==> images/met2.png <==
Scale: 8 px per um.
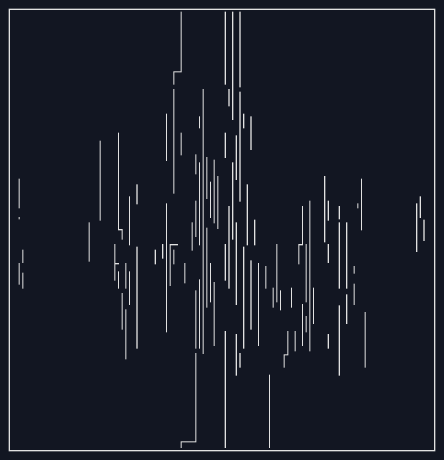
==> images/port_nets.png <==
Scale: 4 px per um.
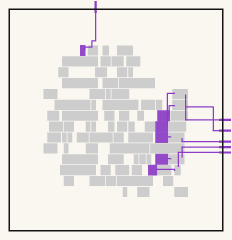
==> images/pins.png <==
Scale: 8 px per um. Pins as bars across the die edge, other pins in gray.
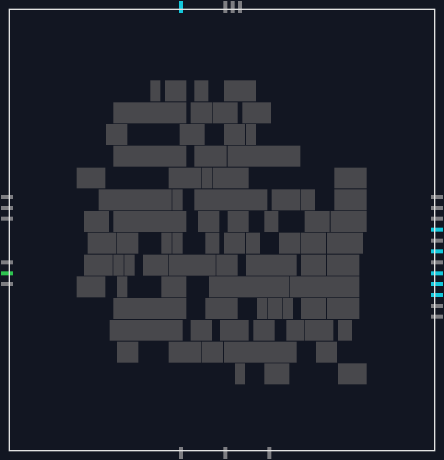
==> images/metal_stack.png <==
Scale: 4 px per um. Two of the layers only.
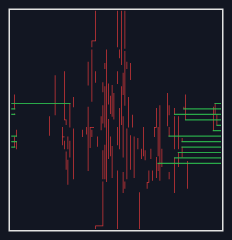
==> images/final_placement.png <==
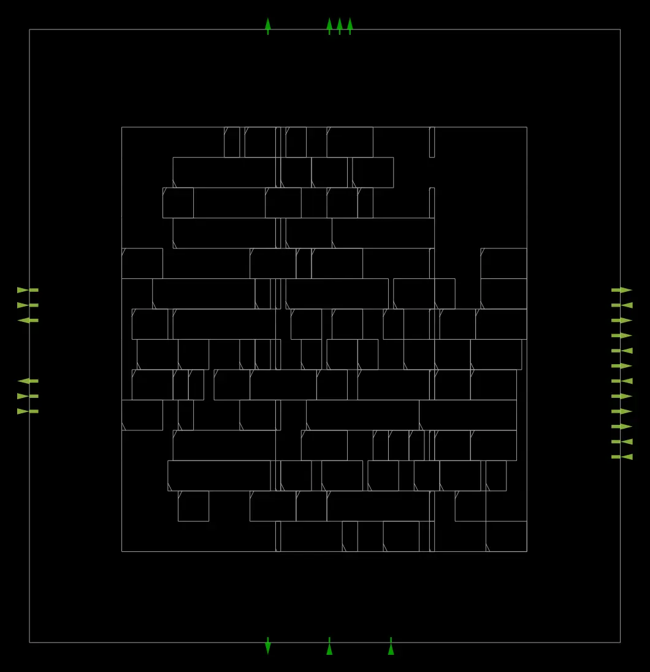
===== src/rtl/multdiv_pkg.sv =====
// Shared definitions for the multdiv sequencing slice: state encoding and
// default iteration counts.
package multdiv_pkg;

  localparam int DEF_CNT_W      = 6;
  localparam int DEF_MULT_STEPS = 16;
  localparam int DEF_DIV_STEPS  = 32;

  localparam logic [1:0] ST_IDLE = 2'd0;
  localparam logic [1:0] ST_LOAD = 2'd1;
  localparam logic [1:0] ST_RUN  = 2'd2;
  localparam logic [1:0] ST_DONE = 2'd3;

endpackage


===== src/rtl/multdiv_step_limit.sv =====
// Selects the last iteration index for the operation in flight and compares
// the iteration counter against it.
module multdiv_step_limit
  import multdiv_pkg::*;
#(
  parameter int CNT_W      = DEF_CNT_W,
  parameter int MULT_STEPS = DEF_MULT_STEPS,
  parameter int DIV_STEPS  = DEF_DIV_STEPS
) (
  input  logic             op_is_div,
  input  logic [CNT_W-1:0] count,
  output logic             at_last,
  output logic             overrun
);

  // N = 2^CNT_W truncates to all-ones, so overrun can never fire in that case
  localparam logic [CNT_W-1:0] MULT_LAST = CNT_W'(MULT_STEPS - 1);
  localparam logic [CNT_W-1:0] DIV_LAST  = CNT_W'(DIV_STEPS - 1);

  logic [CNT_W-1:0] last_s;

  // terminal and overrun compares against the selected limit
  always_comb begin
    if (op_is_div) begin
      last_s = DIV_LAST;
    end else begin
      last_s = MULT_LAST;
    end
    at_last = (count == last_s);
    overrun = (count > last_s);
  end

endmodule


===== src/rtl/multdiv_sequencer.sv =====
// Control FSM pacing one multi-cycle multiply or divide: drives the iteration
// counter, issues step strobes and a one-cycle result-ready pulse.
module multdiv_sequencer
  import multdiv_pkg::*;
#(
  parameter int MULT_STEPS = DEF_MULT_STEPS,
  parameter int DIV_STEPS  = DEF_DIV_STEPS,
  parameter int CNT_W      = DEF_CNT_W
) (
  input  logic             clock,
  input  logic             reset,
  input  logic             ctrl_mult,
  input  logic             ctrl_div,
  input  logic             divisor_zero,
  input  logic [CNT_W-1:0] count_in,
  output logic             counter_enable,
  output logic             counter_clear,
  output logic             load_operands,
  output logic             step_valid,
  output logic [CNT_W-1:0] step_index,
  output logic             op_is_div,
  output logic             busy,
  output logic             result_ready,
  output logic             exception
);

  logic [1:0] state_r;
  logic [1:0] state_nx_s;
  logic       op_is_div_r;
  logic       op_is_div_nx_s;
  logic       exc_r;
  logic       exc_nx_s;
  logic       start_s;
  logic       at_last_s;
  logic       overrun_s;

  multdiv_step_limit #(
    .CNT_W      (CNT_W),
    .MULT_STEPS (MULT_STEPS),
    .DIV_STEPS  (DIV_STEPS)
  ) u_step_limit (
    .op_is_div (op_is_div_r),
    .count     (count_in),
    .at_last   (at_last_s),
    .overrun   (overrun_s)
  );

  assign start_s = ctrl_mult | ctrl_div;

  // next-state logic; a start pulse in any busy state restarts from LOAD
  always_comb begin
    state_nx_s     = state_r;
    op_is_div_nx_s = op_is_div_r;
    exc_nx_s       = exc_r;
    if (start_s) begin
      state_nx_s = ST_LOAD;
      exc_nx_s   = 1'b0;
      if (ctrl_mult) begin
        op_is_div_nx_s = 1'b0;
      end else begin
        op_is_div_nx_s = 1'b1;
      end
    end else begin
      case (state_r)
        ST_IDLE: begin
          state_nx_s = ST_IDLE;
        end
        ST_LOAD: begin
          if (op_is_div_r && divisor_zero) begin
            state_nx_s = ST_DONE;
            exc_nx_s   = 1'b1;
          end else begin
            state_nx_s = ST_RUN;
          end
        end
        ST_RUN: begin
          if (overrun_s) begin
            state_nx_s = ST_DONE;
            exc_nx_s   = 1'b1;
          end else if (at_last_s) begin
            state_nx_s = ST_DONE;
          end else begin
            state_nx_s = ST_RUN;
          end
        end
        ST_DONE: begin
          state_nx_s = ST_IDLE;
          exc_nx_s   = 1'b0;
        end
        default: begin
          state_nx_s = ST_IDLE;
          exc_nx_s   = 1'b0;
        end
      endcase
    end
  end

  // state, operation and exception registers
  always_ff @(posedge clock or negedge reset) begin
    if (!reset) begin
      state_r     <= ST_IDLE;
      op_is_div_r <= 1'b0;
      exc_r       <= 1'b0;
    end else begin
      state_r     <= state_nx_s;
      op_is_div_r <= op_is_div_nx_s;
      exc_r       <= exc_nx_s;
    end
  end

  // Moore output decode; step_valid is dropped in a counter-fault cycle
  always_comb begin
    counter_clear  = (state_r == ST_IDLE) || (state_r == ST_LOAD);
    load_operands  = (state_r == ST_LOAD);
    counter_enable = (state_r == ST_RUN);
    step_valid     = (state_r == ST_RUN) && !overrun_s;
    busy           = (state_r != ST_IDLE);
    result_ready   = (state_r == ST_DONE);
    exception      = (state_r == ST_DONE) && exc_r;
    op_is_div      = op_is_div_r;
    if (step_valid) begin
      step_index = count_in;
    end else begin
      step_index = {CNT_W{1'b0}};
    end
  end

endmodule

===== config.mk =====
export PLATFORM = sky130hd
export DESIGN_NAME = multdiv_sequencer
export DESIGN_NICKNAME = d
export VERILOG_FILES = /design/src/rtl/multdiv_pkg.sv /design/src/rtl/multdiv_step_limit.sv /design/src/rtl/multdiv_sequencer.sv
export SDC_FILE = /design/constraint.sdc
export NUM_CORES = 1
export LEC_CHECK = 0
export CORE_AREA = 8 8 45 47
export CTS_BUF_LIST = sky130_fd_sc_hd__clkbuf_4 sky130_fd_sc_hd__clkbuf_8
export DETAILED_ROUTE_END_ITERATION = 10
export DIE_AREA = 0 0 53 55
export PLACE_DENSITY = 0.67
export RECOVER_POWER = 50
export SLEW_MARGIN = 20
export SYNTH_ARGS = -nofsm -noshare
export SYNTH_HDL_FRONTEND = slang
export SYNTH_SLANG_ARGS = --single-unit

===== constraint.sdc =====
create_clock -name clock -period 1.6 [get_ports clock]
set_input_delay 0.32 -clock clock [delete_from_list [all_inputs] [get_ports clock]]
set_output_delay 0.32 -clock clock [all_outputs]
set_load 0.005 [all_outputs]

==> CHANGELOG.md <==
## Flow update

* Vias per cell at 4.44
* Dpl hpwl at 905 um
* CP Capture Type: output port
* Clk pwr share at 29.7%
* R2R setup slack at -0.10 ns
* Sw frac at 28.1%
* Crit path DAT at 1.44 ns
* H-tree depth at 1
* Tmin final at 1.76 ns
* Mapped Cells at 41
* CTS clk-pin slew, worst paths at 0.04 ns
* Reg-to-Reg End: exc_r
* CP Class: in2out
* Source of the critical timing path: count_in[2]
* Clock Sink Count at 4
* GPL Wtd Cong at 0.704
* Outcome: finished, violations left
* Hold_buf cts at 0
* # Max-Cap Violations at 0
* Post-synthesis cell count from yosys at 41
* Initial antenna violation count at 0
* Full die area at 2920 sq um
* Fin. Hold Viols at 0
* Core area at 1380 sq um
* OpenROAD warning count at 32
* Drt first pass iters at 2
* Yosys top cell area share at 25.2%
* Total CTS buffers at 3
* Total gr overflow at 0
* RSZ-0062 raised after global routing: true
* Crit-path max FO at 7
* Finish-stage setup viols at 7
* Top cells, area: dfrtp_1 25%, ha_1 19%, and2_2 7.6%, o2bb2ai_4 6.9%, nand4b_4 6.0%
* Fmax at 570 MHz
* Lkg Pwr at 0.409 nW
* Data required, critical path at 1.28 ns
* DRT iter0 DRCs at 2
* DRC at 0
* WHS at 0.361 ns
* Post-synthesis sequential area ratio at 25.2%
* Final setup margin at -0.155 ns
* TritonCTS clock tree: yes
* Comb pwr share at 42.1%
* Logic area at 350 sq um
* Net Sw Power at 114 uW
* Flop area at 100 sq um
* Crit path capture: step_index[1]
* Fin crit share at 110%
* YS chip area at 397 sq um
* Warnings, synthesis at 0
* Yosys top cell by area: dfrtp_1
* Ant. Diodes at 0
* Internal power at 292 uW
* Launching point of the worst reg2reg path: state_r[1]
* Root Buffer: clkbuf_4
* Number of global-route vias before repair at 465
* Netlist cell types at 19
* Largest net degree at the start of global routing at 8
* Proportion of layout cells with a drive suffix above 1 at 55.7%
* Worst r2r path cells at 9
* Worst Hold Class: in2async
* Failing checks: setup timing
* CTS Buffer Depth at 2
* Core Util at FP at 28.7%
* Max Slew Vio Count at 0
* Seq pwr share at 28.2%
* Post-layout nets at 98
* Pwr Density at 479 nW/um^2
* Post-Route Setup TNS at -0.915 ns
* Clk latency late pin at 0.23 ns
* VDD IR-drop max at 0.368 mV
## Picture notes: met2.png
longest straight run: 33.0 um
nets with wire on the layer: 80
vias: 422
met2 Resource Use GR: 15.4%
Routed WL: 1180 um

## Picture notes: port_nets.png
[purple] step_index | bits: 6 | direction: output | edge: 5 right, 1 top | end cells: 6 | buffers: 5 | wire: 99.2 um
IO Count: 25
PortBufs: 23

## Picture notes: pins.png
[cyan] step_index | pins: 6 | direction: output | edge: 5 right, 1 top
[green] ctrl_mult | pins: 1 | direction: input | edge: left
die y size: 55 um
Die X: 53 um

## Picture notes: metal_stack.png
[green] met3 | wire length: 122 um
[red] met2 | wire length: 584 um
routed len/inst: 12.4 um
total track usage: 9.37%

## Picture notes: final_placement.png
# rows: 14
Final Core Density: 61.1%
fill count: 117
Seq/total area: 11.8%

layer usage:
| metal | GRT usage, % | wire length [um] | vias up |
|---|---|---|---|
| met5 | 0 | 0 | - |
| met4 | 6.47 | 0 | 0 |
| met3 | 3.74 | 121 | 0 |
| met2 | 15.4 | 584 | 18 |
| met1 | 9.65 | 476 | 191 |
| li1 | - | - | 213 |
cell families (layout without fill, tap and decap cells):
logic type / count (synthesis) / in the layout / share of synthesized area [%]
DFF: 4 / 4 / 25.2
other: 1 / 1 / 0.945
and+or+nand+nor: 16 / 16 / 29.3
adders and majority gates: 6 / 6 / 18.9
AOI/OAI and AO/OA: 8 / 8 / 18.9
buffers and inverters: 6 / 44 / 6.63
critical path, stage by stage:
cell,delay [ns]
clkdlybuf4s50_1,0.52
nand4b_4,0.12
o2bb2ai_4,0.22
and2_4,0.17
buf_6,0.08
layout make-up:
cell class | instances | area share, %
multi-input combinational | 31 | 41.4
tap | 16 | 2.37
sequential | 4 | 11.8
timing repair buffer | 36 | 38.9
clock buffer | 3 | 2.66
inverter | 5 | 2.81
power groups by stage:
stage	logic, mW	registers, mW	clock network [mW]
finish	0.171	0.114	0.120
CTS	0.173	0.114	0.126
global route	0.191	0.115	0.138
floorplan	0.0509	0.115	0
detailed placement	0.139	0.114	0
global placement	0.139	0.113	0
flip-flops by register name (all words and copies together), names as in the netlist:
signal / flops
state_r: 2
exc_r: 1
op_is_div: 1
Yosys cell counts:
cell type / n
a21boi_0: 2
a21oi_1: 1
and2_1: 2
and2_2: 4
buf_4: 1
conb_1: 1
dfrtp_1: 4
ha_1: 6
inv_1: 5
nand2_1: 2
nand3_4: 1
nand4b_4: 1
nor2_1: 5
o21ai_0: 1
o21ai_1: 1
o2bb2ai_4: 1
o311ai_1: 1
o41ai_1: 1
or2_2: 1
per-stage QoR:
step / total power, mW / std cells / setup WS, ns / area (sq um)
after global placement: 0.252 / 88 / -0.710 / 707
after CTS: 0.412 / 95 / -0.167 / 842
after floorplan: 0.166 / 41 / 0.0722 / 397
after global routing: 0.444 / 95 / -0.225 / 846
after detailed placement: 0.253 / 88 / -0.741 / 707
final: 0.405 / 95 / -0.155 / 846
worst min path at each step:
stage	slack [ns]	from	endpoint	depth (start not counted)
after detailed placement	0.51	exc_r	exc_r	2
after global routing	0.35	reset	exc_r	1
after global placement	0.50	exc_r	exc_r	2
after floorplan	0.02	reset	exc_r	0
final	0.36	reset	state_r[1]	1
after CTS	0.29	reset	state_r[1]	1
what timing repair did:
| action | in CTS | in global routing |
|---|---|---|
| pin swaps | 9 | 3 |
| gates resized | 68 | 8 |
| endpoints found under the setup margin | 13 | 13 |
| setup buffers | 4 | 2 |
cells in the final DEF, fill, tap and decap left out, types with 2 or more instances in the layout:
cell type        instances
a21boi_0                 2
and2_4                   5
buf_2                    3
buf_4                   10
buf_6                    9
clkbuf_4                 3
clkdlybuf4s50_1          7
dfrtp_1                  4
dlygate4sd2_1            2
dlymetal6s2s_1           2
ha_4                     5
inv_1                    2
inv_2                    2
nand2_1                  2
nor2_1                   5
No activity file was given, so power comes from the tool's default toggle rates.
